### config.mk
export PLATFORM = sky130hd
export DESIGN_NAME = apb_arbiter_flat
export DESIGN_NICKNAME = d
export VERILOG_FILES = /design/src/rtl/apb_arbiter_if.sv /design/src/rtl/apb_arbiter.sv /design/src/flat_wrapper.sv
export SDC_FILE = /design/constraint.sdc
export NUM_CORES = 1
export LEC_CHECK = 0
export ABC_AREA = 0
export CORE_ASPECT_RATIO = 0.75
export CORE_UTILIZATION = 35
export CTS_CLUSTER_DIAMETER = 50
export CTS_CLUSTER_SIZE = 20
export DETAILED_ROUTE_END_ITERATION = 8
export GPL_ROUTABILITY_DRIVEN = 0
export PLACE_DENSITY_LB_ADDON = 0.25
export SLEW_MARGIN = 10
export SYNTH_ARGS = -nofsm -noshare
export SYNTH_HDL_FRONTEND = slang
export SYNTH_SLANG_ARGS = --single-unit
### constraint.sdc
create_clock -name hclk -period 8.95 [get_ports hclk]
set_input_delay 1.3425 -clock hclk [delete_from_list [all_inputs] [get_ports hclk]]
set_output_delay 1.3425 -clock hclk [all_outputs]
set_load 0.01 [all_outputs]
### src/rtl/apb_arbiter_if.sv
// rtl/apb_arbiter_if.sv - APB master bus bundle shared by the arbiter and its slave
interface apb_arbiter_if #(
  parameter int ADDR_WIDTH = 32,
  parameter int DATA_WIDTH = 32
);
  logic [ADDR_WIDTH-1:0] paddr;
  logic [DATA_WIDTH-1:0] pwdata;
  logic                  pwrite;
  logic                  psel;
  logic                  penable;
  logic [DATA_WIDTH-1:0] prdata;
  logic                  pready;
  logic                  pslverr;

  modport master (
    output paddr, pwdata, pwrite, psel, penable,
    input  prdata, pready, pslverr
  );

  modport slave (
    input  paddr, pwdata, pwrite, psel, penable,
    output prdata, pready, pslverr
  );
endinterface

### src/rtl/apb_arbiter.sv
// rtl/apb_arbiter.sv - two-requester round-robin arbiter driving one APB master port
module apb_arbiter #(
  parameter int ADDR_WIDTH = 32,
  parameter int DATA_WIDTH = 32,
  parameter int TIMEOUT    = 16
) (
  input  logic                  hclk,
  input  logic                  hreset,
  input  logic                  r0_req,
  input  logic                  r0_write,
  input  logic [ADDR_WIDTH-1:0] r0_addr,
  input  logic [DATA_WIDTH-1:0] r0_wdata,
  output logic                  r0_done,
  output logic [DATA_WIDTH-1:0] r0_rdata,
  output logic                  r0_err,
  input  logic                  r1_req,
  input  logic                  r1_write,
  input  logic [ADDR_WIDTH-1:0] r1_addr,
  input  logic [DATA_WIDTH-1:0] r1_wdata,
  output logic                  r1_done,
  output logic [DATA_WIDTH-1:0] r1_rdata,
  output logic                  r1_err,
  output logic                  busy,
  apb_arbiter_if.master         apb
);
  localparam int CW = $clog2(TIMEOUT) + 1;

  typedef enum logic [1:0] {IDLE, SETUP, ACCESS} state_t;

  state_t                state;
  logic                  last_grant;
  logic                  grant;
  logic [CW-1:0]         cnt;
  logic [ADDR_WIDTH-1:0] paddr_q;
  logic [DATA_WIDTH-1:0] pwdata_q;
  logic                  pwrite_q;
  logic                  psel_q;
  logic                  penable_q;

  logic                  elig0;
  logic                  elig1;
  logic                  pick;
  logic [ADDR_WIDTH-1:0] sel_addr;
  logic [DATA_WIDTH-1:0] sel_wdata;
  logic                  sel_write;
  logic                  finish;
  logic [DATA_WIDTH-1:0] resp_rdata;
  logic                  resp_err;

  assign apb.paddr   = paddr_q;
  assign apb.pwdata  = pwdata_q;
  assign apb.pwrite  = pwrite_q;
  assign apb.psel    = psel_q;
  assign apb.penable = penable_q;

  // A requester whose done is high this cycle is still holding req from the
  // finished transfer, so it must not be re-granted on that same cycle.
  assign elig0 = r0_req && !r0_done;
  assign elig1 = r1_req && !r1_done;

  // Round-robin pick: on a tie the requester not granted last time wins.
  always_comb begin
    pick = 1'b0;
    if (elig0 && elig1) begin
      pick = ~last_grant;
    end else if (elig1) begin
      pick = 1'b1;
    end
  end

  assign sel_addr  = pick ? r1_addr  : r0_addr;
  assign sel_wdata = pick ? r1_wdata : r0_wdata;
  assign sel_write = pick ? r1_write : r0_write;

  // Transfer ends on pready, or on the last allowed ACCESS cycle; pready wins.
  assign finish     = apb.pready || (cnt == CW'(TIMEOUT - 1));
  assign resp_rdata = (apb.pready && !pwrite_q) ? apb.prdata : '0;
  assign resp_err   = apb.pready ? apb.pslverr : 1'b1;

  // Arbitration FSM with all bus and response outputs registered.
  always_ff @(posedge hclk or posedge hreset) begin
    if (hreset) begin
      state      <= IDLE;
      last_grant <= 1'b1;
      grant      <= 1'b0;
      cnt        <= '0;
      paddr_q    <= '0;
      pwdata_q   <= '0;
      pwrite_q   <= 1'b0;
      psel_q     <= 1'b0;
      penable_q  <= 1'b0;
      busy       <= 1'b0;
      r0_done    <= 1'b0;
      r0_rdata   <= '0;
      r0_err     <= 1'b0;
      r1_done    <= 1'b0;
      r1_rdata   <= '0;
      r1_err     <= 1'b0;
    end else begin
      r0_done <= 1'b0;
      r1_done <= 1'b0;
      case (state)
        IDLE: begin
          if (elig0 || elig1) begin
            state      <= SETUP;
            grant      <= pick;
            last_grant <= pick;
            paddr_q    <= sel_addr;
            pwrite_q   <= sel_write;
            pwdata_q   <= sel_write ? sel_wdata : '0;
            psel_q     <= 1'b1;
            busy       <= 1'b1;
            cnt        <= '0;
          end
        end
        SETUP: begin
          state     <= ACCESS;
          penable_q <= 1'b1;
          cnt       <= '0;
        end
        ACCESS: begin
          if (finish) begin
            state     <= IDLE;
            psel_q    <= 1'b0;
            penable_q <= 1'b0;
            busy      <= 1'b0;
            if (grant) begin
              r1_done  <= 1'b1;
              r1_rdata <= resp_rdata;
              r1_err   <= resp_err;
            end else begin
              r0_done  <= 1'b1;
              r0_rdata <= resp_rdata;
              r0_err   <= resp_err;
            end
          end else begin
            cnt <= cnt + 1'b1;
          end
        end
        default: begin
          state <= IDLE;
        end
      endcase
    end
  end
endmodule

### src/flat_wrapper.sv
// flat-port wrapper written by rule: the top's interface ports become plain ports
module apb_arbiter_flat 
#(
  parameter int ADDR_WIDTH = 32,
  parameter int DATA_WIDTH = 32,
  parameter int TIMEOUT    = 16
)
  (hclk, hreset, r0_req, r0_write, r0_addr, r0_wdata, r0_done, r0_rdata, r0_err, r1_req, r1_write, r1_addr, r1_wdata, r1_done, r1_rdata, r1_err, busy, apb_paddr, apb_pwdata, apb_pwrite, apb_psel, apb_penable, apb_prdata, apb_pready, apb_pslverr);
  apb_arbiter_if #(.ADDR_WIDTH(ADDR_WIDTH), .DATA_WIDTH(DATA_WIDTH)) apb_i ();
  input  logic hclk;
  input  logic hreset;
  input  logic r0_req;
  input  logic r0_write;
  input  logic [ADDR_WIDTH-1:0] r0_addr;
  input  logic [DATA_WIDTH-1:0] r0_wdata;
  output logic r0_done;
  output logic [DATA_WIDTH-1:0] r0_rdata;
  output logic r0_err;
  input  logic r1_req;
  input  logic r1_write;
  input  logic [ADDR_WIDTH-1:0] r1_addr;
  input  logic [DATA_WIDTH-1:0] r1_wdata;
  output logic r1_done;
  output logic [DATA_WIDTH-1:0] r1_rdata;
  output logic r1_err;
  output logic busy;
  output wire logic [$bits(apb_i.paddr)-1:0] apb_paddr;
  output wire logic [$bits(apb_i.pwdata)-1:0] apb_pwdata;
  output wire logic [$bits(apb_i.pwrite)-1:0] apb_pwrite;
  output wire logic [$bits(apb_i.psel)-1:0] apb_psel;
  output wire logic [$bits(apb_i.penable)-1:0] apb_penable;
  input wire logic [$bits(apb_i.prdata)-1:0] apb_prdata;
  input wire logic [$bits(apb_i.pready)-1:0] apb_pready;
  input wire logic [$bits(apb_i.pslverr)-1:0] apb_pslverr;
  assign apb_paddr = apb_i.paddr;
  assign apb_pwdata = apb_i.pwdata;
  assign apb_pwrite = apb_i.pwrite;
  assign apb_psel = apb_i.psel;
  assign apb_penable = apb_i.penable;
  assign apb_i.prdata = apb_prdata;
  assign apb_i.pready = apb_pready;
  assign apb_i.pslverr = apb_pslverr;
  apb_arbiter #(.ADDR_WIDTH(ADDR_WIDTH), .DATA_WIDTH(DATA_WIDTH), .TIMEOUT(TIMEOUT)) u_core (.hclk(hclk), .hreset(hreset), .r0_req(r0_req), .r0_write(r0_write), .r0_addr(r0_addr), .r0_wdata(r0_wdata), .r0_done(r0_done), .r0_rdata(r0_rdata), .r0_err(r0_err), .r1_req(r1_req), .r1_write(r1_write), .r1_addr(r1_addr), .r1_wdata(r1_wdata), .r1_done(r1_done), .r1_rdata(r1_rdata), .r1_err(r1_err), .busy(busy), .apb(apb_i));
endmodule
==> flow_summary_export.csv <==
group,metric,value,unit
status,result_of_the_run,"complete, no violations",
grt,met2_usage,33.3,%
synthesis,synth.cellmix.simpleShare,16.0,%
sta,setup_ws,5.54,ns
pwr,total_power,0.00311,W
cells_and_area,layout_top_cell,"sky130_fd_sc_hd__clkdlybuf4s50_1",
synthesis,fa_ha_area_share,0.418,%
sta,finalHoldViolations,0,
placed_design,hpwl,12500,µm
synthesis,flop_cell,"sky130_fd_sc_hd__dfrtp_1",
sta,slew-limit-headroom,22.6,%
route,wl_met3,1050,µm
hold_path,hp-start,"u_core.r1_rdata[22]",
placed_design,cell_area_placed,9160,µm²
clocking,ctsLongestPathBuffers,2,
worst_setup_path,crit_buf_inv,2,
worst_setup_path,timing.critical_path.slowest_cell_delay,0.95,ns
placed_design,placed_cells,1095,
cells_and_area,most-common-layout-cells,"sky130_fd_sc_hd__clkdlybuf4s50_1, sky130_fd_sc_hd__nand2_1, sky130_fd_sc_hd__dfrtp_1, sky130_fd_sc_hd__nor2_1, sky130_fd_sc_hd__o21ai_0",
pwr,share_clk_of_total_power,21.9,%
sta,rsz_0062_raised_after_global_routing,"false",
cells_and_area,antenna-diode-count,0,
route,highest-signal-layer,"met4",
synthesis,synth_stat.cells,614,
floorplan,fp.dieArea,17600,µm²
sta,finalClockPeriodUsage,38.1,%
pwr,p_leak,4.10,nW
cells_and_area,inv_count,6,
clocking,clock.latency.late_pin,0.41,ns
clocking,clkSlewWorstSetupHoldPaths,0.06,ns
pwr,power_switching,0.00107,W
sta,hold-worst-slack,0.476,ns
pwr,share_seq_of_total_power,35.1,%
cells_and_area,dominant_cells,"sequential cells",
clocking,cts_hold_buf,0,
route,postRouteAntennaNets,0,
sta,slew_violations,0,
synthesis,area_leader_share,59.7,%
grt,groute.usage.overall,20.0,%
synthesis,enable_flop_cells,0,
worst_setup_path,path_max_fanout,128,
synthesis,syn_inst,614,
grt,grtUsageMet1,24.9,%
floorplan,core-area,16800,µm²
worst_setup_path,critical_path_depth,5,
grt,grt_util_met3,6.37,%
sta,fmax,0.293,GHz
cells_and_area,logic_gate_count,419,
hold_path,hold_path_cells,2,
worst_setup_path,worstPathCellList,"clkdlybuf4s50_1 > nand2b_1 > a211oi_4 > buf_4 > mux2_2",
cells_and_area,end_of_flow_core_utilization,58.0,%
grt,grt_start_max_net_pins,129,
synthesis,yosys.stat.chipArea,5990,µm²
sta,setup_viol,0,
cells_and_area,final_design_area_no_fill,9730,µm²
route,dr_wl_cell,15.7,µm
route,number_of_drc_markers_after_the_initial_detailed_route_iteration,357,
cells_and_area,sequential_cell_total,144,
grt,antenna_found_initial,0,
pwr,power_report.internal_total,0.00204,W
synthesis,synth_top_cell_by_area,"sky130_fd_sc_hd__dfrtp_1",
cells_and_area,clk_share,5.88,%
worst_setup_path,worst_path_dominant_cell_family,"buffers and inverters",
worst_setup_path,cp.required,9.24,ns
grt,grt_first_pass_wirelength,27400,µm
cells_and_area,drive_above_1_share,7.35,%
worst_setup_path,cp-endpoint,"u_core.grant",
sta,worstMarginPinSlew,1.16,ns
route,detail_route.wirelength.met1,7680,µm
clocking,ctsResizeCount,0,
route,detail_route.drc_violations,0,
floorplan,std_cell_rows,41,
synthesis,post_synth.cell_area_avg,9.75,µm²
grt,global_route.overflow_total,0,
worst_setup_path,worst-r2r-cell-count,7,
job,maxCapViolCount,0,
hold_path,timing.hold.worst_endpoint,"u_core.r1_rdata[22]",
sta,fin_worst_skew,0.0113,ns
synthesis,synth.top_cells.by_count,"sky130_fd_sc_hd__nand2_1, sky130_fd_sc_hd__dfrtp_1, sky130_fd_sc_hd__nor2_1",
cells_and_area,sequential_share_of_cell_area,37.0,%
synthesis,synth-warning-count,0,
route,detailroute.via_count,5368,
worst_setup_path,type_of_element_launching_the_critical_path,"input pin",
grt,grt_busiest_layer,"met2",
worst_setup_path,path_class,"input pin to register",
synthesis,top_logic_kind,"AND-OR/OR-AND gates",
synthesis,yosysUniqueCellTypes,30,
Figure 1. The metal 1 layer.
Scale bar: 50 µm.
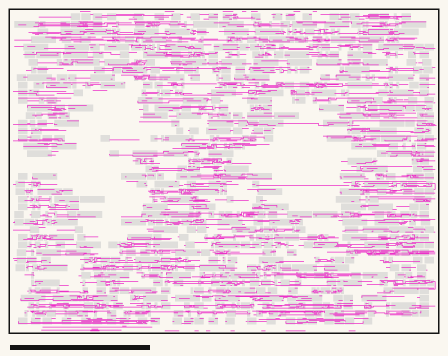
wire length on this layer	7680 µm
main direction	horizontal

Figure 2. Met2 routing.
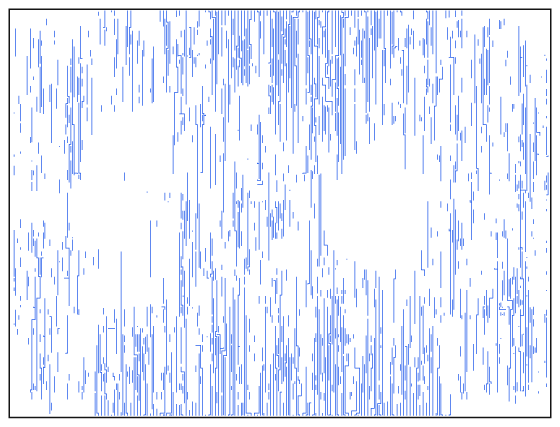
nets with wire on the layer	866
main direction	vertical
share of all routed wire	49%
longest straight run	44.4 µm

Figure 3. Met3 routing.
Scale bar: 50 µm.
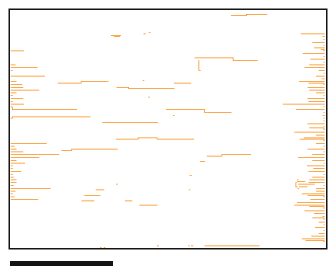
share of all routed wire	5.9%
longest straight run	37.7 µm
nets with wire on the layer	132
main direction	horizontal
wire length on this layer	1050 µm

No activity file was given, so power comes from the tool's default toggle rates.
